==> src/rtl/memshare_shift_seq_buffer.sv <==
// Sequence-tagged FIFO between the RFMU shift-pattern output and the L1PA shifter.
// Optional same-cycle bypass when empty: define MEMSHARE_SEQBUF_BYPASS_EN.
module memshare_shift_seq_buffer #(
  parameter int SHARE_GROUP_SIZE = 4,
  parameter int FIFO_DEPTH       = 8,
  parameter int MAX_SEQ_LEN      = 4,
  localparam int SHIFT_W = (SHARE_GROUP_SIZE > 1) ? $clog2(SHARE_GROUP_SIZE) : 1,
  localparam int CNT_W   = $clog2(FIFO_DEPTH) + 1
) (
  input  logic               sys_clk,
  input  logic               rst,
  input  logic [SHIFT_W-1:0] shift_i,
  input  logic               isGtr_i,
  input  logic               shift_vld_i,
  output logic               stall_o,
  output logic [SHIFT_W-1:0] l1pa_shift_o,
  output logic               l1pa_last_o,
  output logic               l1pa_vld_o,
  input  logic               l1pa_rdy_i,
  output logic [CNT_W-1:0]   seq_cnt_o,
  output logic               ovf_o,
  output logic               seqlen_err_o
);

  localparam int AW  = $clog2(FIFO_DEPTH);
  localparam int SLW = (MAX_SEQ_LEN > 1) ? $clog2(MAX_SEQ_LEN) : 1;
  localparam logic [AW:0]     DEPTH    = (AW+1)'(FIFO_DEPTH);
  localparam logic [AW:0]     MAXLEN   = (AW+1)'(MAX_SEQ_LEN);
  localparam logic [SLW-1:0]  LEN_LAST = SLW'(MAX_SEQ_LEN - 1);

  logic [SHIFT_W:0]   mem [FIFO_DEPTH];
  logic [AW-1:0]      wr_ptr, rd_ptr;
  logic [AW:0]        occ;
  logic [SLW-1:0]     seq_len;
  logic [CNT_W-1:0]   seq_cnt;
  logic               ovf, seqlen_err;

  logic               empty, full, pop, bypass, accept, push;
  logic               force_last, last_new, head_last, cnt_inc, cnt_dec;
  logic [SHIFT_W:0]   head;

  always_comb begin
    empty      = (occ == (AW+1)'(0));
    full       = (occ == DEPTH);
    head       = mem[rd_ptr];
    head_last  = head[SHIFT_W];
    pop        = !empty & l1pa_rdy_i;
`ifdef MEMSHARE_SEQBUF_BYPASS_EN
    bypass     = empty & shift_vld_i & l1pa_rdy_i;
`else
    bypass     = 1'b0;
`endif
    // accept covers both a stored push and a bypassed pattern
    accept     = shift_vld_i & (!full | pop);
    push       = accept & !bypass;
    force_last = !isGtr_i & (seq_len == LEN_LAST);
    last_new   = isGtr_i | force_last;
    cnt_inc    = push & last_new;
    cnt_dec    = pop & head_last;
    stall_o    = (DEPTH - occ) < MAXLEN;
  end

  always_comb begin
    if (bypass) begin
      l1pa_vld_o   = 1'b1;
      l1pa_shift_o = shift_i;
      l1pa_last_o  = last_new;
    end else if (!empty) begin
      l1pa_vld_o   = 1'b1;
      l1pa_shift_o = head[SHIFT_W-1:0];
      l1pa_last_o  = head_last;
    end else begin
      l1pa_vld_o   = 1'b0;
      l1pa_shift_o = {SHIFT_W{1'b0}};
      l1pa_last_o  = 1'b0;
    end
  end

  // Storage array carries no reset; occupancy alone decides what is valid.
  always_ff @(posedge sys_clk) begin
    if (push) begin
      mem[wr_ptr] <= {last_new, shift_i};
    end
  end

  always_ff @(posedge sys_clk) begin
    if (rst) begin
      wr_ptr     <= {AW{1'b0}};
      rd_ptr     <= {AW{1'b0}};
      occ        <= (AW+1)'(0);
      seq_len    <= {SLW{1'b0}};
      seq_cnt    <= {CNT_W{1'b0}};
      ovf        <= 1'b0;
      seqlen_err <= 1'b0;
    end else begin
      if (push) begin
        wr_ptr <= wr_ptr + AW'(1);
      end
      if (pop) begin
        rd_ptr <= rd_ptr + AW'(1);
      end
      case ({push, pop})
        2'b10:   occ <= occ + (AW+1)'(1);
        2'b01:   occ <= occ - (AW+1)'(1);
        default: occ <= occ;
      endcase
      case ({cnt_inc, cnt_dec})
        2'b10:   seq_cnt <= seq_cnt + CNT_W'(1);
        2'b01:   seq_cnt <= seq_cnt - CNT_W'(1);
        default: seq_cnt <= seq_cnt;
      endcase
      if (accept) begin
        seq_len <= last_new ? {SLW{1'b0}} : seq_len + SLW'(1);
      end
      if (accept & force_last) begin
        seqlen_err <= 1'b1;
      end
      // a valid pattern that was not accepted was dropped
      if (shift_vld_i & !accept) begin
        ovf <= 1'b1;
      end
    end
  end

  assign seq_cnt_o    = seq_cnt;
  assign ovf_o        = ovf;
  assign seqlen_err_o = seqlen_err;

endmodule

==> config.mk <==
export PLATFORM = sky130hd
export DESIGN_NAME = memshare_shift_seq_buffer
export DESIGN_NICKNAME = d
export VERILOG_FILES = /design/src/rtl/memshare_shift_seq_buffer.sv
export SDC_FILE = /design/constraint.sdc
export NUM_CORES = 1
export LEC_CHECK = 0
export CAP_MARGIN = 10
export CORE_MARGIN = 3
export CORE_UTILIZATION = 56
export DETAILED_ROUTE_END_ITERATION = 8
export MAX_ROUTING_LAYER = met4
export PLACE_DENSITY_LB_ADDON = 0.2
export SYNTH_ARGS = -nofsm -noshare
export SYNTH_HDL_FRONTEND = slang
export SYNTH_SLANG_ARGS = --single-unit
export TNS_END_PERCENT = 1
==> constraint.sdc <==
create_clock -name sys_clk -period 3.3 [get_ports sys_clk]
set_input_delay 0.99 -clock sys_clk [delete_from_list [all_inputs] [get_ports sys_clk]]
set_output_delay 0.99 -clock sys_clk [all_outputs]
set_load 0.05 [all_outputs]
==> run summary, run 1 <==
run results: largest class flip-flops and latches, CTS root buf clkbuf_4, drt total wl 3680 um, Worst R2R Setup Slack 0.51 ns, most frequent cells in the layout 25 x nor2_1, 24 x edfxtp_1, 20 x dfxtp_1, logic area 835 sq um, #FFs+latches synth 45, OpenROAD warning count 27, yosys adder share 6.52%, ys flop type edfxtp_1, status finished, final reports clean, # clk buffers 5, core area 3420 sq um, CTS max path bufs 2, Area Growth Syn to Fin 17.8%, biggest fanout along the worst timing path 5, GPL Wtd Cong 0.850, mux frac, synth 10.2%, WL met3 125 um, Port Buffer Count 17, # diodes 0, vias per inst 5.44, Clock Skews 0.00111 ns, Latency at later pin 0.35 ns, cell type with the largest total area edfxtp_1, fraction of registers with async set/reset 0%, setup ws final 0.173 ns, Largest cells by area edfxtp_1 35%, dfxtp_1 21%, mux4_2 6.6%, CP peak stage delay 0.81 ns, mean cell area of the mapped netlist 12.3 sq um, relative slew slack 61.6%, Unique cell types 39, Die Y 66.3 um, Dominant cell area share 35.4%, share of cells above drive strength 1 19.0%, Reg area 1140 sq um, leakage 0.901 nW, Die W 66.3 um, WP buf/inv 1, crit path cell chain or3_4 -> mux2i_1 -> clkdlybuf4s50_1, post-CTS setup repair buffer count 0, fmax 0.320 GHz, r2r endpoint seq_cnt_o[3], Final Instance Area 2390 sq um, crit path DRT 2.31 ns, GR Layer Usage met1 22.6%
## run 1: per-stage QoR
| step | cells | utilization [%] | TNS (ns) | hold slack [ns] |
|---|---|---|---|---|
| floorplan | 165 | - | 0 | 0.436 |
| global placement | 233 | 67.7 | -0.0830 | 0.444 |
| detailed placement | 233 | 67.7 | -0.400 | 0.471 |
| CTS | 241 | 70.0 | 0 | 0.499 |
| global route | 241 | 70.1 | 0 | 0.519 |
| finish | 241 | 70.1 | 0 | 0.495 |
## run 1: where the power goes
group,internal [mW],switching [mW],total (mW),leakage (nW)
Combinational,0.331,0.489,0.820,0.473
Clock,0.157,0.170,0.327,0.0389
Sequential,0.655,0.0840,0.739,0.389
Total,1.14,0.743,1.88,0.901
Figure 1. A small window of the routed layout (run 1).
Window x 18 to 48, y 31 to 61 um. Cells in gray, sequential cells in the stronger gray; small squares are vias.
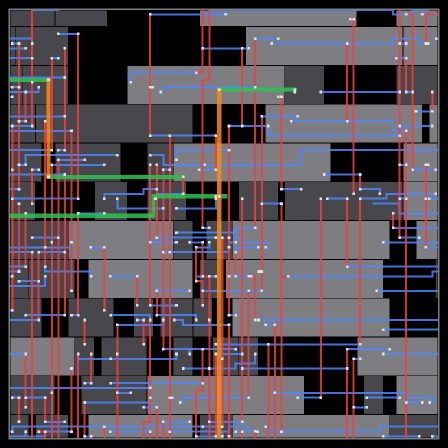
Key: metal 3 = green; metal 1 = blue; metal 4 = orange; metal 2 = red
Netlist names of flops here include mem (10), wr_ptr (3). 50 logic cells have their middle in the window. Sequential cells in the window: 14. Most frequent: edfxtp_1 (10), nor2_1 (5).

Figure 2. Track usage over the die (run 1).
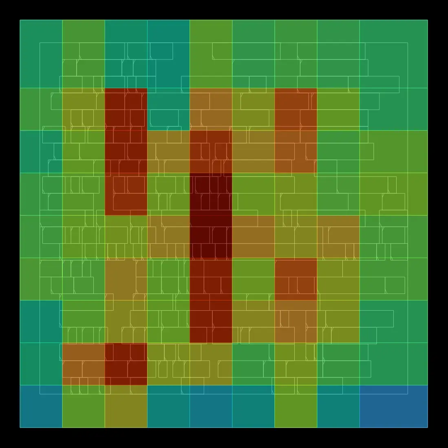
final core utilization: 70.1%
GRT Total Usage: 19.8%

Figure 3. Routed metal, one color a layer (run 1).
(6 px per um) Only two layers are drawn.
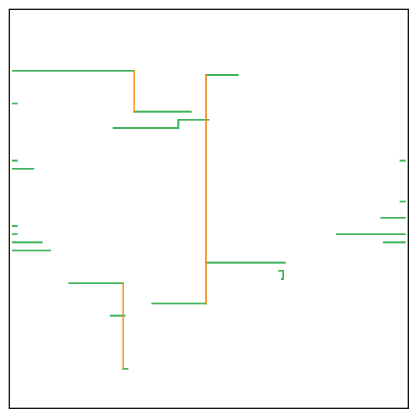
Key: metal 3 = green [wire length 125 um]; metal 4 = orange [wire length 59.2 um]

Figure 4. Logic cells by family (run 1).
(8 px per um)
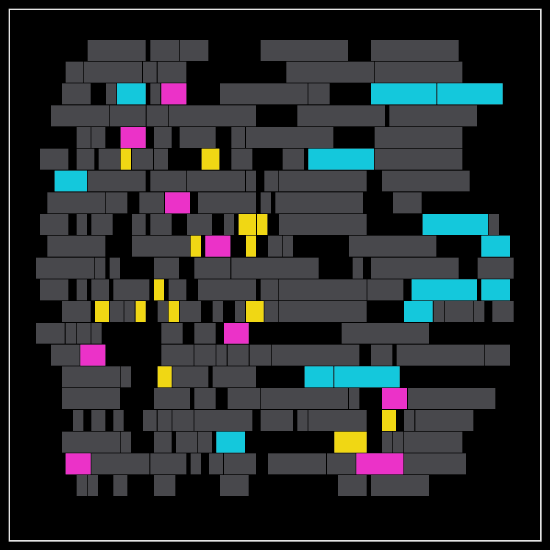

==> inputs of run 2 (changes only) <==
Settings changed: CELL_PAD_IN_SITES_DETAIL_PLACEMENT set to 0, CELL_PAD_IN_SITES_GLOBAL_PLACEMENT set to 1, CORE_UTILIZATION 56 to 46.
Figure 5. Logic cells by family (run 2).
(6 px per um)
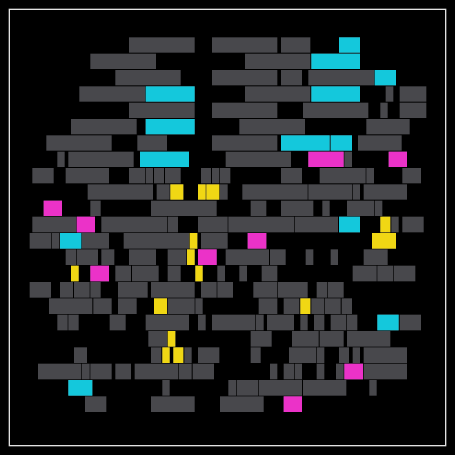
Key: NAND gates = yellow [cells 14, most used nand2_1]; XOR/XNOR gates = magenta [cells 9, most used xor2_1]; multiplexers = cyan [cells 13]

Figure 6. A small window of the routed layout (run 2).
Window x 21 to 51, y 36 to 66 um. Cells in gray, sequential cells in the stronger gray; small squares are vias.
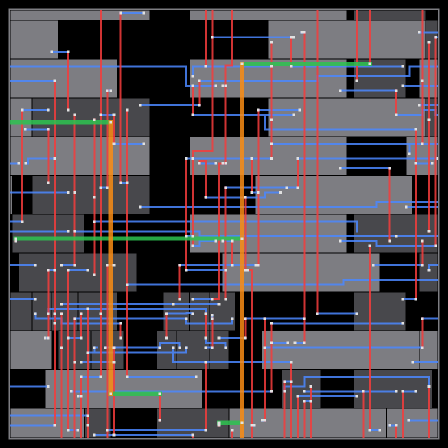

==> run 2 against run 1 <==
Effect of this change: wire length is 0.16% lower; non-clock buffer count is 1 higher; count of clock-buffer cells in the layout stayed put; power is 0.93% higher; largest power group unchanged.
==> run summary, run 2 <==
run results: status finished, final reports clean, Hold WC Path Type reg -> reg, #FFs+latches synth 45, biggest fanout along the worst timing path 5, ys flop type edfxtp_1, WP buf/inv 1, drt total wl 3670 um, mean cell area of the mapped netlist 12.3 sq um, GR Layer Usage met1 20.4%, leakage 0.927 nW, Clock Skews 0.00801 ns, CTS root buf clkbuf_8, Port Buffer Count 17, Latency at later pin 0.31 ns, WL met3 128 um, setup ws final 0.226 ns, Die Y 72.5 um, placed cells 238, logic area 835 sq um, cell type with the largest total area edfxtp_1, r2r endpoint seq_cnt_o[3], WHS 0.466 ns, largest class flip-flops and latches, Unique cell types 39, relative slew slack 66.6%, fmax 0.325 GHz, Area Growth Syn to Fin 19.4%, fraction of registers with async set/reset 0%, CTS max path bufs 2, # diodes 0, Fin Setup TNS 0 ns, final std cells w/o fill 246, GRT Total Usage 16.7%, crit path DRT 2.31 ns, WP data arrival 2.08 ns, Reg area 1140 sq um, Worst R2R Setup Slack 0.61 ns, Worst path slowest cell clkdlybuf4s50_1, Largest cells by area edfxtp_1 35%, dfxtp_1 21%, mux4_2 6.6%, GPL Wtd Cong 0.766, final core utilization 58.6%, # clk buffers 5, vias per inst 5.21, Dominant cell area share 35.4%
-- run 2: cell counts after synthesis --
No cell type changed its count.
-- run 2: power by group --
part	internal, mW	total, mW	switching, mW
clock	0.154	0.356	0.202
sequential	0.655	0.738	0.0830
combinational	0.328	0.809	0.481
-- run 2: cell families (layout without fill, tap and decap cells) --
logic type	count (synthesis)	after routing	share of synthesized area (%)
muxes	13	13	10.2
and+or+nand+nor	55	55	13.9
adders and majority gates	10	10	6.52
buffers and inverters	13	44	2.83
AOI/OAI and AO/OA	20	20	6.22
DFF	45	45	56.1
xor gates and xnor gates	9	9	4.25
-- run 2: what timing repair did --
action	CTS	global route
resized	2	2
setup endpoints to repair	3	2
pin swaps	0	0
endpoints found under the hold margin	0	0
Figure 7. Track usage over the die (run 2).
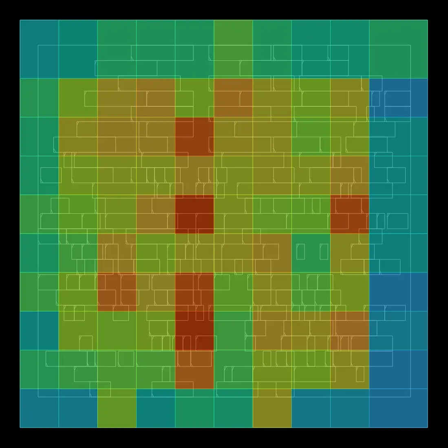

==> inputs of run 3 (changes only) <==
Settings changed: RECOVER_POWER set to 25.
Figure 8. Track usage over the die (run 3).
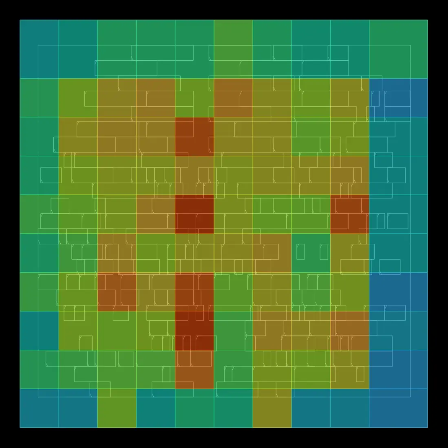
final core utilization: 58.1%
GR Layer Usage met1: 20.4%
wire per inst: 15.0 um
GRT Total Usage: 16.7%

==> run 3 against run 2 <==
Effect of this change: power decreased by 0.93%; global-route usage unchanged; sequential share of layout area increased by 0.37 points; via count increased by 0.47%; clock power about the same; sequential power about the same; critical path depth unchanged; hold slack about the same.
==> run summary, run 3 <==
run results: most frequent cells in the layout 25 x nor2_1, 24 x edfxtp_1, 20 x dfxtp_1, placed cells 238, share of cells above drive strength 1 17.9%, leakage 0.917 nW, relative slew slack 66.6%, # diodes 0, vias per inst 5.23, Largest cells by area edfxtp_1 35%, dfxtp_1 21%, mux4_2 6.6%, fraction of registers with async set/reset 0%, final std cells w/o fill 246, Switch Pwr 756 uW, CTS max path bufs 2, biggest fanout along the worst timing path 5, mean cell area of the mapped netlist 12.3 sq um, yosys adder share 6.52%, Dominant comb cell simple AND/OR/NAND/NOR gates, WP buf/inv 1, status finished, final reports clean, crit path cell chain or3_4 -> mux2i_1 -> clkdlybuf4s50_1, drt total wl 3680 um, r2r endpoint occ[3], mux frac, synth 10.2%, Die Y 72.5 um, Hold WC Path Type reg -> reg, clock distribution power 356 uW, combinational share of power 42.1%, Area Growth Syn to Fin 18.5%, WL met3 121 um
Figure 9. The metal 1 layer (run 3).
(4 px per um) Supply wires on this layer in gray.
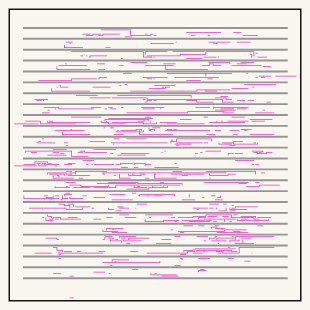
The wires run mostly horizontal. The layer carries 1650 um of wire. 195 nets have wire on it. The longest straight run is 30.8 um.

## run 3: worst max path at each step
stage,startpoint,to,slack (ns),depth (start not counted)
CTS,flop,l1pa_shift_o[0],0.04,4
floorplan,l1pa_rdy_i,occ[3],0.43,9
global placement,l1pa_rdy_i,occ[3],0.0006,10
detailed placement,l1pa_rdy_i,occ[3],-0.05,10
finish,occ[0],stall_o,0.22,3
global route,occ[0],stall_o,0.11,3
## run 3: cell type report
type | count | area, sq um | area share (%)
Multi-Input combinational cell | 107 | 820 | 34.0
Sequential cell | 45 | 1140 | 47.4
Tap cell | 50 | 62.6 | 2.60
Timing Repair Buffer | 28 | 253 | 10.5
Inverter | 8 | 37.5 | 1.56
Clock inverter | 3 | 25.0 | 1.04
Clock buffer | 5 | 68.8 | 2.86
Power and IR drop assume default switching activity.
